Fig. 1: run 1, routed clock nets over the placement
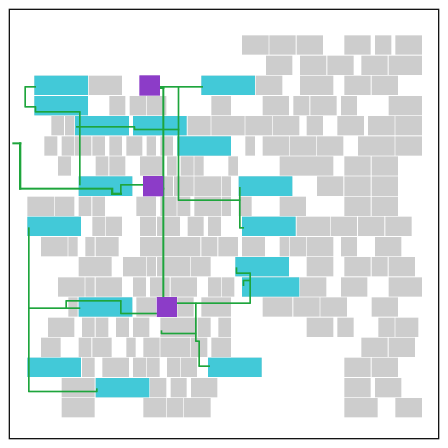
Fig. 2: run 1, routed metal, one colour a layer
Scale bar: 20 um.
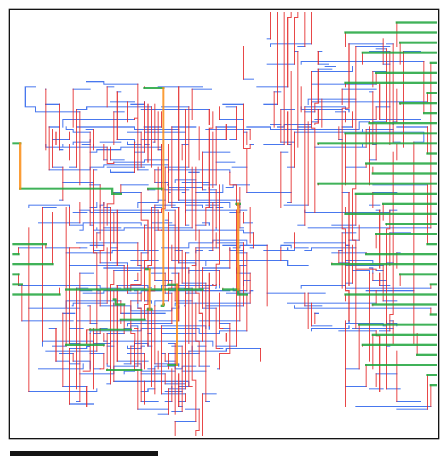
Fig. 3: run 1, cell placement
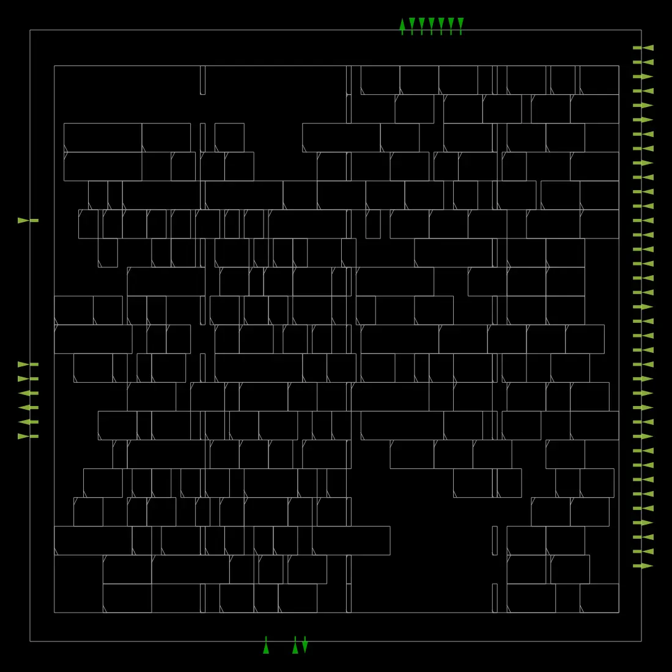
Fig. 4: run 1, port wiring
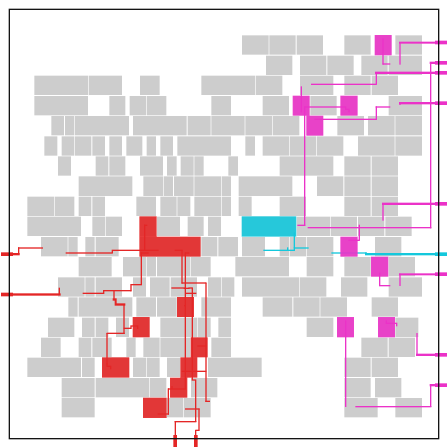
--- src/rtl/rr_channel_arbiter.sv ---
// Round-robin arbiter sharing one N-bit channel among M requesters, with a
// bounded hold time and an internal enabler mux that steers the owner's data.

module Multiplexer_with_enabler_MxN #(
  parameter int M     = 4,
  parameter int N     = 8,
  parameter int SEL_W = 2
) (
  input  logic [SEL_W-1:0]     sel,
  input  logic                 en,
  input  logic [M-1:0][N-1:0]  data_in,
  output logic [N-1:0]         data_out
);

  // Steer the selected lane out; force zero when disabled so idle never leaks data.
  always_comb begin
    data_out = {N{1'b0}};
    if (en) begin
      data_out = data_in[sel];
    end else begin
      data_out = {N{1'b0}};
    end
  end

endmodule

module rr_channel_arbiter #(
  parameter int M          = 4,
  parameter int N          = 8,
  parameter int MAX_HOLD   = 16,
  localparam int SEL_W     = (M > 1) ? $clog2(M) : 1
) (
  input  logic                 clk,
  input  logic                 rst,
  input  logic [M-1:0]         req,
  input  logic [M-1:0][N-1:0]  req_data,
  output logic [M-1:0]         grant,
  output logic [SEL_W-1:0]     grant_idx,
  output logic                 bus_valid,
  output logic [N-1:0]         bus_data,
  output logic                 timeout
);

  localparam int HC_W = $clog2(MAX_HOLD) + 1;

  typedef enum logic [0:0] {IDLE = 1'b0, BUSY = 1'b1} state_t;

  state_t            state_r;
  logic [M-1:0]      grant_r;
  logic [SEL_W-1:0]  grant_idx_r;
  logic              valid_r;
  logic              timeout_r;
  logic [SEL_W-1:0]  ptr_r;
  logic [HC_W-1:0]   hold_cnt_r;

  logic [M-1:0]      cand_s;
  logic              found_s;
  logic [SEL_W-1:0]  win_s;
  logic [SEL_W-1:0]  idx_s;
  logic [M-1:0]      win_onehot_s;
  logic [SEL_W-1:0]  nxt_ptr_s;
  logic              owner_req_s;
  logic              hold_last_s;

  // Round-robin search from ptr; the current owner is always excluded, which
  // covers release (its req is low anyway) and preemption alike.
  always_comb begin
    int idx_v;
    idx_v   = 0;
    idx_s   = {SEL_W{1'b0}};
    cand_s  = req & ~grant_r;
    found_s = 1'b0;
    win_s   = {SEL_W{1'b0}};
    for (int k = 0; k < M; k++) begin
      idx_v = int'(ptr_r) + k;
      if (idx_v >= M) begin
        idx_v = idx_v - M;
      end else begin
        idx_v = idx_v;
      end
      idx_s = SEL_W'(idx_v);
      if (!found_s && cand_s[idx_s]) begin
        found_s = 1'b1;
        win_s   = idx_s;
      end else begin
        win_s   = win_s;
      end
    end
  end

  // Decode winner to one-hot and derive the pointer that follows it.
  always_comb begin
    win_onehot_s = {M{1'b0}};
    for (int i = 0; i < M; i++) begin
      win_onehot_s[i] = (win_s == SEL_W'(i));
    end
    if (win_s == SEL_W'(M - 1)) begin
      nxt_ptr_s = {SEL_W{1'b0}};
    end else begin
      nxt_ptr_s = win_s + SEL_W'(1);
    end
    owner_req_s = req[grant_idx_r];
    hold_last_s = (hold_cnt_r >= HC_W'(MAX_HOLD - 1));
  end

  // Ownership FSM: grant, hold counting, release and preemption.
  always_ff @(posedge clk) begin
    if (rst) begin
      state_r     <= IDLE;
      grant_r     <= {M{1'b0}};
      grant_idx_r <= {SEL_W{1'b0}};
      valid_r     <= 1'b0;
      timeout_r   <= 1'b0;
      ptr_r       <= {SEL_W{1'b0}};
      hold_cnt_r  <= {HC_W{1'b0}};
    end else begin
      timeout_r <= 1'b0;
      case (state_r)
        IDLE: begin
          if (found_s) begin
            state_r     <= BUSY;
            grant_r     <= win_onehot_s;
            grant_idx_r <= win_s;
            valid_r     <= 1'b1;
            ptr_r       <= nxt_ptr_s;
            hold_cnt_r  <= {HC_W{1'b0}};
          end else begin
            state_r     <= IDLE;
          end
        end
        BUSY: begin
          if (!owner_req_s) begin
            if (found_s) begin
              grant_r     <= win_onehot_s;
              grant_idx_r <= win_s;
              ptr_r       <= nxt_ptr_s;
              hold_cnt_r  <= {HC_W{1'b0}};
            end else begin
              state_r     <= IDLE;
              grant_r     <= {M{1'b0}};
              grant_idx_r <= {SEL_W{1'b0}};
              valid_r     <= 1'b0;
              hold_cnt_r  <= {HC_W{1'b0}};
            end
          end else if (!hold_last_s) begin
            hold_cnt_r <= hold_cnt_r + HC_W'(1);
          end else if (found_s) begin
            grant_r     <= win_onehot_s;
            grant_idx_r <= win_s;
            ptr_r       <= nxt_ptr_s;
            hold_cnt_r  <= {HC_W{1'b0}};
            timeout_r   <= 1'b1;
          end else begin
            // Nobody else waiting: the owner simply starts a fresh hold window.
            hold_cnt_r <= {HC_W{1'b0}};
          end
        end
        default: begin
          state_r     <= IDLE;
          grant_r     <= {M{1'b0}};
          grant_idx_r <= {SEL_W{1'b0}};
          valid_r     <= 1'b0;
          hold_cnt_r  <= {HC_W{1'b0}};
        end
      endcase
    end
  end

  Multiplexer_with_enabler_MxN #(.M(M), .N(N), .SEL_W(SEL_W)) u_mux (
    .sel      (grant_idx_r),
    .en       (valid_r),
    .data_in  (req_data),
    .data_out (bus_data)
  );

  assign grant     = grant_r;
  assign grant_idx = grant_idx_r;
  assign bus_valid = valid_r;
  assign timeout   = timeout_r;

endmodule

--- config.mk ---
export PLATFORM = sky130hd
export DESIGN_NAME = rr_channel_arbiter
export DESIGN_NICKNAME = d
export VERILOG_FILES = /design/src/rtl/rr_channel_arbiter.sv
export SDC_FILE = /design/constraint.sdc
export NUM_CORES = 1
export LEC_CHECK = 0
export CAP_MARGIN = 20
export CORE_MARGIN = 2
export CORE_UTILIZATION = 41
export DETAILED_ROUTE_END_ITERATION = 7
export GPL_ROUTABILITY_DRIVEN = 0
export GPL_TIMING_DRIVEN = 0
export PLACE_DENSITY = 0.83
export SLEW_MARGIN = 20
export SYNTH_ARGS = -nofsm -noshare
export SYNTH_HDL_FRONTEND = slang
export SYNTH_HIERARCHICAL = 1
export SYNTH_SLANG_ARGS = --single-unit
--- constraint.sdc ---
create_clock -name clk -period 2.49 [get_ports clk]
set_clock_uncertainty 0.15 [all_clocks]
set_input_delay 0.498 -clock clk [delete_from_list [all_inputs] [get_ports clk]]
set_output_delay 0.498 -clock clk [all_outputs]
set_load 0.01 [all_outputs]
==> reports/results.tsv, run 1 <==
metric	value	unit
path_class	reg -> out	
clockRootBuffer	clkbuf_4	
fa_ha_area_frac	0.06329	
synth.cellmix.simpleShare	0.2120	
critPathSlowestCell	clkdlybuf4s50_1	
dr.pass1.iters	6	
route.detailed.drc	0	
drt_iter0_markers	27	
rr_worst_depth	6	
final_layout_size_suffix_gt1_frac	0.08854	
cts_tree	built	
status	finished, final reports clean	
ys_top_cells_by_count	16 x dfxtp_1, 16 x mux2i_1, 15 x a21oi_1	
regMostFlops	hold_cnt_r	
nets	237	
rsz0062_at_grt	false	
floorplan.nets	181	
finalPower	1.211	mW
routed_wl	3605	um
hold_viol	0	
grt_overflow	0	
setup_slack	0.06531	ns
power.density	673.9	nW/um2
stdcell_count	223	
top_logic_kind	AND-OR/OR-AND gates	
dp_cells	220	
cp-startpoint	grant_idx[1]	
track_usage	0.2136	
fp_util	0.4301	
tightest_slew	0.4662	ns
path_depth	5	
Notes on Fig. 1 above:
[flip-flops] cyan | count: 16
[clock wires] green | length: 222 um
[clock drivers] purple | count: 3
routed clock nets	4

Notes on Fig. 2 above:
layer	colour	wire length
metal 2	red	1760 um
metal 1	blue	1430 um
metal 4	orange	63.2 um
metal 3	green	356 um

Notes on Fig. 3 above:
Core ar.: 2758 um2
Placement Rows: 19

Notes on Fig. 4 above:
port	colour	direction	edge	end cells	buffers	wire
req	red	input	2 south, 2 west	9	4	148 um
bus_valid	cyan	output	east	1	1	22.9 um
bus_data	magenta	output	east	8	8	169 um

[run 1: layer usage]
metal	up-vias	track usage	wire (um)
met1	603	0.2458	1425
met4	0	0.06645	63
met3	11	0.04911	355
met2	66	0.3896	1761
met5	-	0	0
li1	631	-	-
[run 1: where the power goes]
part           switching [mW]  leakage (nW)  total (mW)  internal, mW
clock                  0.0916        0.0210       0.181        0.0893
combinational           0.312         0.602       0.666         0.354
sequential             0.0577         0.132       0.364         0.306
[run 1: final cells by class]
| class | count | area, um2 |
|---|---|---|
| Buffer | 8 | 67.56 |
| Clock buffer | 4 | 36.28 |
| Fill cell | 241 | 960.9 |
| Inverter | 5 | 18.77 |
| Multi-Input combinational cell | 107 | 779.5 |
| Sequential cell | 16 | 321.6 |
| Tap cell | 31 | 38.79 |
| Timing Repair Buffer | 52 | 534.3 |
==> run 2, diff against run 1 <==
- CORE_ASPECT_RATIO: default -> 0.6
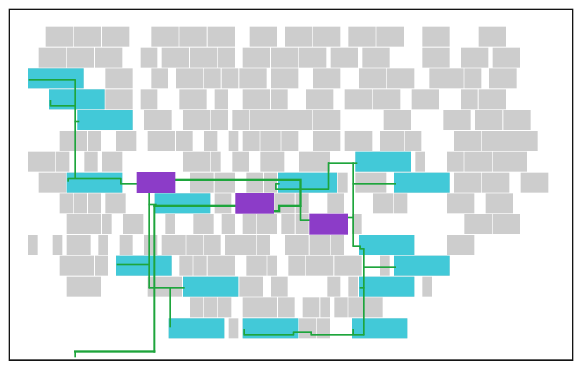
Fig. 5. Routed clock nets over the placement (run 2).
[clock drivers] purple | count: 3
[clock wires] green | length: 209 um
[flip-flops] cyan | count: 16
routed clock nets	4

==> reports/results.tsv, run 2 <==
metric	value	unit	change
power.density	689.7	nW/um2	+2.3%
hold_viol	0		unchanged
stdcell_count	225		+0.90%
fill_cells	254		+5.4%
fp_util	0.4213		-0.008794
grt_overflow	0		unchanged
floorplan.nets	181		unchanged
use_met1	0.3405		+0.09467
grt_use_met3	0.05088		+0.001778
nets	237		unchanged
core-area	2815	um2	+2.1%
route.detailed.drc	0		unchanged
rows	15		-4
status	finished, final reports clean		
clockRootBuffer	clkbuf_8		
cts_tree	built		
top_logic_kind	AND-OR/OR-AND gates		
dp_cells	223		+1.4%
regMostFlops	hold_cnt_r		
dr.pass1.iters	4		-2
top_usage_layer	met2		
cp-startpoint	req_data[3]		
tightest_slew	0.4980	ns	+0.03172 ns
synth.cellmix.simpleShare	0.2120		unchanged
finalPower	1.237	mW	+2.1%
use_met2	0.3946		+0.005032
rsz0062_at_grt	false		
-- run 2: cell counts after synthesis --
Identical to the previous run, type by type.
-- run 2: report_power, final --
group          total, mW  internal [mW]  switching (mW)
combinational      0.675          0.357           0.317
clock              0.190          0.107          0.0828
sequential         0.372          0.307          0.0654
total               1.24          0.771           0.466
-- run 2: layout make-up --
cell class,instances,area [um2],area share
Inverter,5,18.77,0.01047
Tap cell,34,42.54,0.02373
Timing Repair Buffer,52,525.5,0.2931
Buffer,8,67.56,0.03768
Multi-Input combinational cell,107,775.7,0.4327
Sequential cell,16,321.6,0.1793
Clock buffer,3,41.29,0.02303
-- run 2: routing by layer --
layer / wire (um) / share of wire
met5: 0 / 0
met4: 74 / 0.019
met3: 230 / 0.060
met2: 1775 / 0.46
met1: 1763 / 0.46
==> run 3, diff against run 2 <==
- clock period: 2.49 -> 2.5 ns (I/O delays scaled with it)
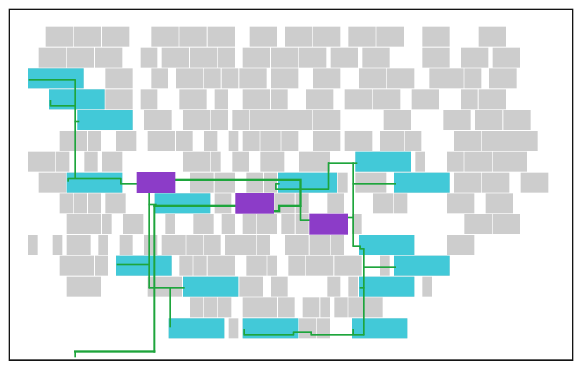
Fig. 6. Routed clock nets over the placement (run 3).
[clock wires] green | length: 209 um
[clock drivers] purple | count: 3
[flip-flops] cyan | count: 16
routed clock nets	4

==> reports/results.tsv, run 3 <==
metric	value	unit	change
dr.max_layer_used	met4		
regMostFlops	hold_cnt_r		
route.met3.wl	230	um	unchanged
met1_length	1763	um	unchanged
nets	237		unchanged
grt_overflow	0		unchanged
clockRootBuffer	clkbuf_8		
hold_viol	0		unchanged
use_met1	0.3405		unchanged
core-area	2815	um2	unchanged
finalPower	1.232	mW	-0.40%
dp_cells	223		unchanged
synth.cellmix.simpleShare	0.2120		unchanged
power.density	686.9	nW/um2	-0.40%
grt_use_met3	0.05088		unchanged
stdcell_count	225		unchanged
dr.pass1.iters	4		unchanged
tightest_slew	0.4980	ns	unchanged
status	finished, final reports clean		
use_met2	0.3946		unchanged
fp_util	0.4213		unchanged
route.detailed.drc	0		unchanged
floorplan.nets	181		unchanged
top_logic_kind	AND-OR/OR-AND gates		
cp-startpoint	req_data[3]		
rsz0062_at_grt	false		
wl_met2	1775	um	unchanged
cts_tree	built		
## run 3: cell counts in the layout (fill, tap and decap cells not counted)
Identical to the previous run, type by type.
## run 3: layout make-up
class	count	area, um2
fillers	254	1022
multi-input cells	107	775.7
repair buffers	52	525.5
flip-flops and latches	16	321.6
plain buffers	8	67.56
well taps	34	42.54
clock buffers	3	41.29
inverters	5	18.77
## run 3: what timing repair did
item / in CTS / in global routing
setup endpoints to repair: 0 / 8
setup buffers: 0 / 0
gates resized: 0 / 4
## run 3: where the power goes
group / internal, mW / switching [mW] / total [mW] / leakage [nW]
clock network: 0.107 / 0.0825 / 0.189 / 0.0216
registers: 0.305 / 0.0651 / 0.370 / 0.132
logic: 0.356 / 0.316 / 0.672 / 0.534
total: 0.768 / 0.464 / 1.23 / 0.687

==> notes/layouts.md <==
Pictures saved along the way, in no particular order.

Pin map.
Pins as bars across the die edge, other pins in grey.
panel A
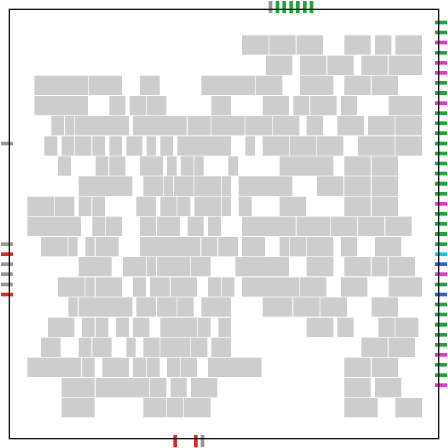
panel B
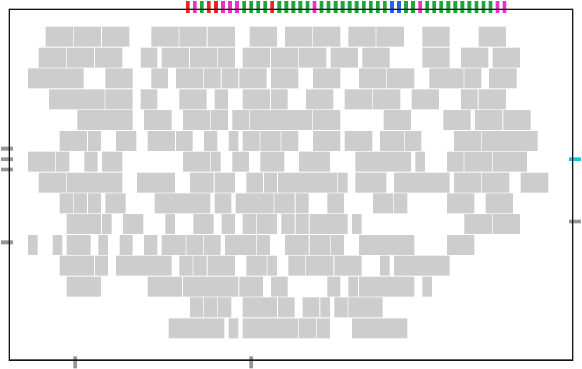
Panel A is run 1.
Panel B is run 2.

Key to panel A:
port	colour	pins	direction	edge
bus_valid	cyan	1	output	east
grant_idx	blue	2	output	east
req_data	green	32	input	26 east, 6 north
bus_data	magenta	8	output	east
req	red	4	input	2 south, 2 west
all pins by edge	37 east, 7 west, 7 north, 3 south

No activity file was given, so power comes from the tool's default toggle rates.
